File: src/rtl/leve_pipe_pkg.sv
// Shared types and parameter bounds for the LEVE pipeline controller.
// Latency: none (types, constants and constant functions only).
// Backpressure: not applicable.
package leve_pipe_pkg;

    // Bounds on the pipeline shape.
    localparam int NSTAGE_MIN = 3;
    localparam int NSTAGE_MAX = 8;
    localparam int BR_SLOT_MIN = 1;

    // Slot fields are sized for the widest supported configuration; narrower
    // instances use the low bits and keep the upper bits at zero.
    localparam int RIDX_MAX = 8;
    localparam int TAG_MAX = 64;

    // One tracked pipeline slot.
    typedef struct packed {
        logic                valid;
        logic                rd_we;
        logic [RIDX_MAX-1:0] rd;
        logic [TAG_MAX-1:0]  tag;
    } slot_t;

    // Elaboration-time legality check for the pipeline shape.
    function automatic bit pipe_params_ok(input int nstage, input int br_slot);
        return (nstage >= NSTAGE_MIN) && (nstage <= NSTAGE_MAX) &&
               (br_slot >= BR_SLOT_MIN) && (br_slot <= nstage - 1);
    endfunction

    // Elaboration-time legality check for the field widths.
    function automatic bit width_params_ok(input int ridx_w, input int tag_w, input int cnt_w);
        return (ridx_w >= 1) && (ridx_w <= RIDX_MAX) &&
               (tag_w >= 1) && (tag_w <= TAG_MAX) && (cnt_w >= 1);
    endfunction

endpackage

File: src/rtl/leve_hazard_cmp.sv
// RAW compare of one in-flight slot against both sources of the offered instruction.
// Latency: purely combinational.
// Backpressure: none; the result feeds the issue-stall decision in the parent.
module leve_hazard_cmp
    import leve_pipe_pkg::*;
#(
    parameter int RIDX_W = 5
) (
    input  logic              slot_valid,
    input  logic              slot_rd_we,
    input  logic [RIDX_W-1:0] slot_rd,
    input  logic [RIDX_W-1:0] rs1,
    input  logic              rs1_use,
    input  logic [RIDX_W-1:0] rs2,
    input  logic              rs2_use,
    output logic              hit
);

    // x0 is hard-wired zero, so a pending write to it never blocks a reader.
    assign hit = slot_valid & slot_rd_we & (slot_rd != '0) &
                 ((rs1_use & (rs1 == slot_rd)) | (rs2_use & (rs2 == slot_rd)));

endmodule

File: src/rtl/leve_pipe_ctl.sv
// N-slot in-order pipeline tracker: issue handshake, RAW interlock, hold, branch flush, writeback/retire.
// Latency: an instruction issued in cycle t writes back in cycle t+NSTAGE-1 when no HOLD intervenes.
// Backpressure: IN_READY drops on HOLD or a RAW hazard; FLUSH forces IN_READY high and discards the offer.
module leve_pipe_ctl
    import leve_pipe_pkg::*;
#(
    parameter int NSTAGE  = 4,
    parameter int RIDX_W  = 5,
    parameter int TAG_W   = 32,
    parameter int BR_SLOT = 2,
    parameter int CNT_W   = 64
) (
    input  logic                     CLK,
    input  logic                     RST,
    input  logic                     IN_VALID,
    output logic                     IN_READY,
    input  logic [RIDX_W-1:0]        IN_RS1,
    input  logic                     IN_RS1_USE,
    input  logic [RIDX_W-1:0]        IN_RS2,
    input  logic                     IN_RS2_USE,
    input  logic [RIDX_W-1:0]        IN_RD,
    input  logic                     IN_RD_WE,
    input  logic [TAG_W-1:0]         IN_TAG,
    input  logic                     HOLD,
    input  logic                     FLUSH,
    output logic [NSTAGE-2:0]        SLOT_VALID,
    output logic [(NSTAGE-1)*TAG_W-1:0] SLOT_TAG,
    output logic                     HAZARD,
    output logic                     WB_VALID,
    output logic [RIDX_W-1:0]        WB_RD,
    output logic [TAG_W-1:0]         WB_TAG,
    output logic [CNT_W-1:0]         RETIRE_CNT
);

    localparam int LAST = NSTAGE - 1;

    if (!pipe_params_ok(NSTAGE, BR_SLOT) || !width_params_ok(RIDX_W, TAG_W, CNT_W)) begin : g_param_err
        $error("leve_pipe_ctl: illegal NSTAGE/BR_SLOT/width parameters");
    end

    slot_t            slot_q [1:LAST];
    slot_t            slot_d [1:LAST];
    logic [NSTAGE-2:1] haz_hit;
    logic [LAST:1]    slot_unused;
    logic             issue;
    logic [CNT_W-1:0] retire_q;

    // RAW compare against every slot except the last, whose write lands this cycle.
    for (genvar k = 1; k <= NSTAGE - 2; k++) begin : g_haz
        leve_hazard_cmp #(.RIDX_W(RIDX_W)) u_cmp (
            .slot_valid (slot_q[k].valid),
            .slot_rd_we (slot_q[k].rd_we),
            .slot_rd    (slot_q[k].rd[RIDX_W-1:0]),
            .rs1        (IN_RS1),
            .rs1_use    (IN_RS1_USE),
            .rs2        (IN_RS2),
            .rs2_use    (IN_RS2_USE),
            .hit        (haz_hit[k])
        );
    end

    // Per-slot outputs; the reduction sinks the zero-padded upper field bits.
    for (genvar k = 1; k <= LAST; k++) begin : g_out
        assign SLOT_VALID[k-1]                 = slot_q[k].valid;
        assign SLOT_TAG[(k-1)*TAG_W +: TAG_W]  = slot_q[k].tag[TAG_W-1:0];
        assign slot_unused[k]                  = ^slot_q[k];
    end

    assign HAZARD   = IN_VALID & (|haz_hit);
    assign IN_READY = !RST & ((!HOLD & !HAZARD) | FLUSH);
    assign issue    = IN_VALID & IN_READY;

    assign WB_VALID   = !RST & !HOLD & slot_q[LAST].valid;
    assign WB_RD      = slot_q[LAST].rd_we ? slot_q[LAST].rd[RIDX_W-1:0] : '0;
    assign WB_TAG     = slot_q[LAST].tag[TAG_W-1:0];
    assign RETIRE_CNT = retire_q;

    // Next slot state: shift on !HOLD, then kill everything younger than the branch on FLUSH.
    always_comb begin
        for (int k = 1; k <= LAST; k++) begin
            slot_d[k] = slot_q[k];
        end
        if (!HOLD) begin
            for (int k = LAST; k >= 2; k--) begin
                slot_d[k] = slot_q[k-1];
            end
            slot_d[1] = '0;
            if (issue && !FLUSH) begin
                slot_d[1].valid = 1'b1;
                slot_d[1].rd_we = IN_RD_WE;
                slot_d[1].rd    = RIDX_MAX'(IN_RD);
                slot_d[1].tag   = TAG_MAX'(IN_TAG);
            end
        end
        if (FLUSH) begin
            // Without HOLD the killed slots have already shifted up to BR_SLOT.
            for (int k = 1; k <= LAST; k++) begin
                if ((k < BR_SLOT) || ((k == BR_SLOT) && !HOLD)) begin
                    slot_d[k].valid = 1'b0;
                end
            end
        end
    end

    // Slot registers; reset only clears the valids, payload is don't-care.
    always_ff @(posedge CLK) begin
        if (RST) begin
            for (int k = 1; k <= LAST; k++) begin
                slot_q[k].valid <= 1'b0;
            end
        end else begin
            slot_q <= slot_d;
        end
    end

    // Retired-instruction counter, wraps naturally at 2^CNT_W.
    always_ff @(posedge CLK) begin
        if (RST) begin
            retire_q <= '0;
        end else if (WB_VALID) begin
            retire_q <= retire_q + CNT_W'(1);
        end
    end

    // A redirect must come from a live branch in the resolving slot.
    a_flush_live: assert property (@(posedge CLK) disable iff (RST) FLUSH |-> slot_q[BR_SLOT].valid);

endmodule

File: config.mk
export PLATFORM = sky130hd
export DESIGN_NAME = leve_pipe_ctl
export DESIGN_NICKNAME = d
export VERILOG_FILES = /design/src/rtl/leve_pipe_pkg.sv /design/src/rtl/leve_hazard_cmp.sv /design/src/rtl/leve_pipe_ctl.sv
export SDC_FILE = /design/constraint.sdc
export NUM_CORES = 1
export LEC_CHECK = 0
export CAP_MARGIN = 20
export CORE_ASPECT_RATIO = 1.2
export CORE_MARGIN = 2
export CORE_UTILIZATION = 38
export DETAILED_ROUTE_END_ITERATION = 10
export GPL_TIMING_DRIVEN = 1
export PLACE_DENSITY = 0.79
export SYNTH_ARGS = -nofsm -noshare
export SYNTH_HDL_FRONTEND = slang
export SYNTH_SLANG_ARGS = --single-unit
File: constraint.sdc
create_clock -name CLK -period 8.3 [get_ports CLK]
set_clock_uncertainty 0.1 [all_clocks]
set_input_delay 1.245 -clock CLK [delete_from_list [all_inputs] [get_ports CLK]]
set_output_delay 1.245 -clock CLK [all_outputs]
set_load 0.02 [all_outputs]
==> run summary <==
result of the run - finished, final reports clean
overall chip area - 0.0227 mm^2
tally of clock buffers in the finished layout - 17
data arrival time at the worst-slack endpoint - 3.58 ns
final-stage net count - 901
sequence of cells on the critical path - clkdlybuf4s50_1 -> nor2_4 -> buf_4 -> and2_1 -> clkdlybuf4s50_1
Post-Place Setup Slack - 3.40 ns
logic gate share of total power - 7.0%
Adder Area Share - 0.153%
first-pass GRT wire length - 27800 um
Seq/total area - 44.7%
worst-case register-to-register setup slack - 5.67 ns
antenna violations before repair - 0
max-slew headroom at the worst pin - 38.8%
XOR/XNOR Area Share - 6.43%
Port Buffers - 257
area share of the largest cell type after synthesis - 41.9%
top cells by instance count after synthesis - sky130_fd_sc_hd__buf_4 (131), sky130_fd_sc_hd__edfxtp_1 (114), sky130_fd_sc_hd__dfxtp_1 (67)
total internal power - 0.00145 W
number of distinct library cells after synthesis - 44
multi-input logic area - 0.00231 mm^2
area post-placement - 0.0101 mm^2
fraction of final layout cells with drive strength greater than 1 - 5.59%
Critical-path top delay cell - sky130_fd_sc_hd__clkdlybuf4s50_1
[worst paths after layout]
check	startpoint	endpoint	depth (start not counted)
setup / recovery	HOLD	WB_VALID	5
hold / removal	SLOT_TAG[61]	SLOT_TAG[93]	0
setup reg to reg	RETIRE_CNT[38]	RETIRE_CNT[58]	5
hold reg to reg	SLOT_TAG[61]	SLOT_TAG[93]	0
[worst register-to-register path, cell delays in order, from the launching register on]
cell and delay [ns]:
sky130_fd_sc_hd__dfxtp_1 0.44, sky130_fd_sc_hd__nand4_1 0.35, sky130_fd_sc_hd__nor4_1 0.58, sky130_fd_sc_hd__nand2_1 0.37, sky130_fd_sc_hd__or4_1 0.58, sky130_fd_sc_hd__a21oi_1 0.14
[kinds of logic (layout without fill, tap and decap cells)]
| group | Yosys count | after routing |
|---|---|---|
| buffers and inverters | 163 | 305 |
| xor gates and xnor gates | 60 | 60 |
| adders and majority gates | 1 | 1 |
| muxes | 1 | 1 |
| DFF | 181 | 181 |
| and+or+nand+nor | 254 | 254 |
| AOI/OAI and AO/OA | 56 | 56 |
[state kept, by name (all words and copies together) (netlist names)]
signal	count
SLOT_VALID	3
slot_q	18
SLOT_TAG	96
RETIRE_CNT	64
[power groups by stage]
stage / Combinational [W] / Clock [W] / Sequential [W]
6_report: 0.000135 / 0.000802 / 0.000992
5_1_grt: 0.000143 / 0.000853 / 0.000995
4_1_cts: 0.000137 / 0.000819 / 0.000993
3_5_place_dp: 0.000136 / 0 / 0.00101
3_3_place_gp: 0.000135 / 0 / 0.00101
2_1_floorplan: 0.0000860 / 0 / 0.00101
Figure 1. M1 wires.
Scale: 2 px per um. Cells faint in the background.
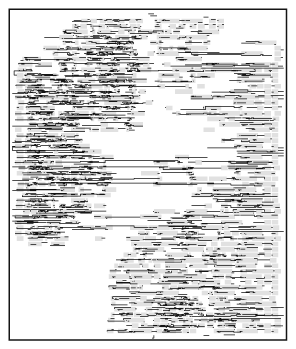
share of all routed wire: 39%
wire length on this layer: 7380 um

Figure 2. Signal wires on met2.
Scale: 3 px per um.
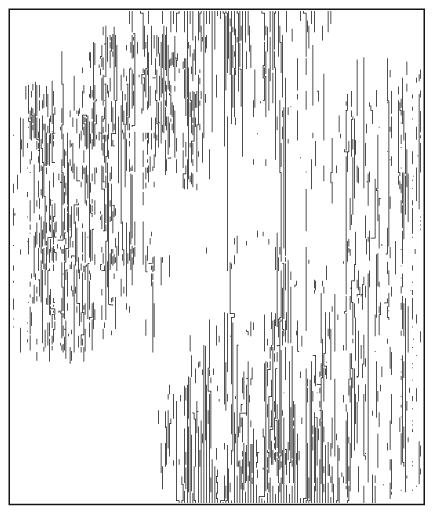
main direction: vertical
nets with wire on the layer: 813
wire length on this layer: 9530 um
longest straight run: 69.5 um
final wirelength: 18700 um
Via Count: 5525
met2 track demand over resource in global routing: 28.3%

Figure 3. Met3 routing.
Scale: 1.5 px per um. Cells faint in the background.
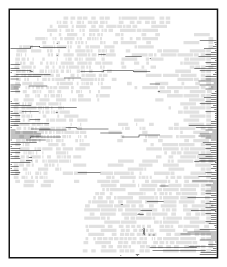
main direction: horizontal
wire length on this layer: 1490 um
longest straight run: 43.9 um
met3 track demand over resource in global routing: 4.24%

Figure 4. Met4 routing.
Scale: 1.5 px per um. Cells faint in the background.
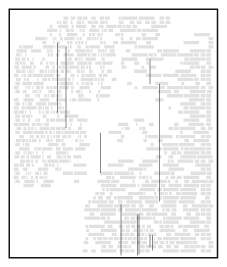
wire length on this layer: 328 um
share of all routed wire: 1.8%
main direction: vertical
longest straight run: 78.2 um
nets with wire on the layer: 8

Power figures rest on the tool's default switching activity, not on a simulated workload.
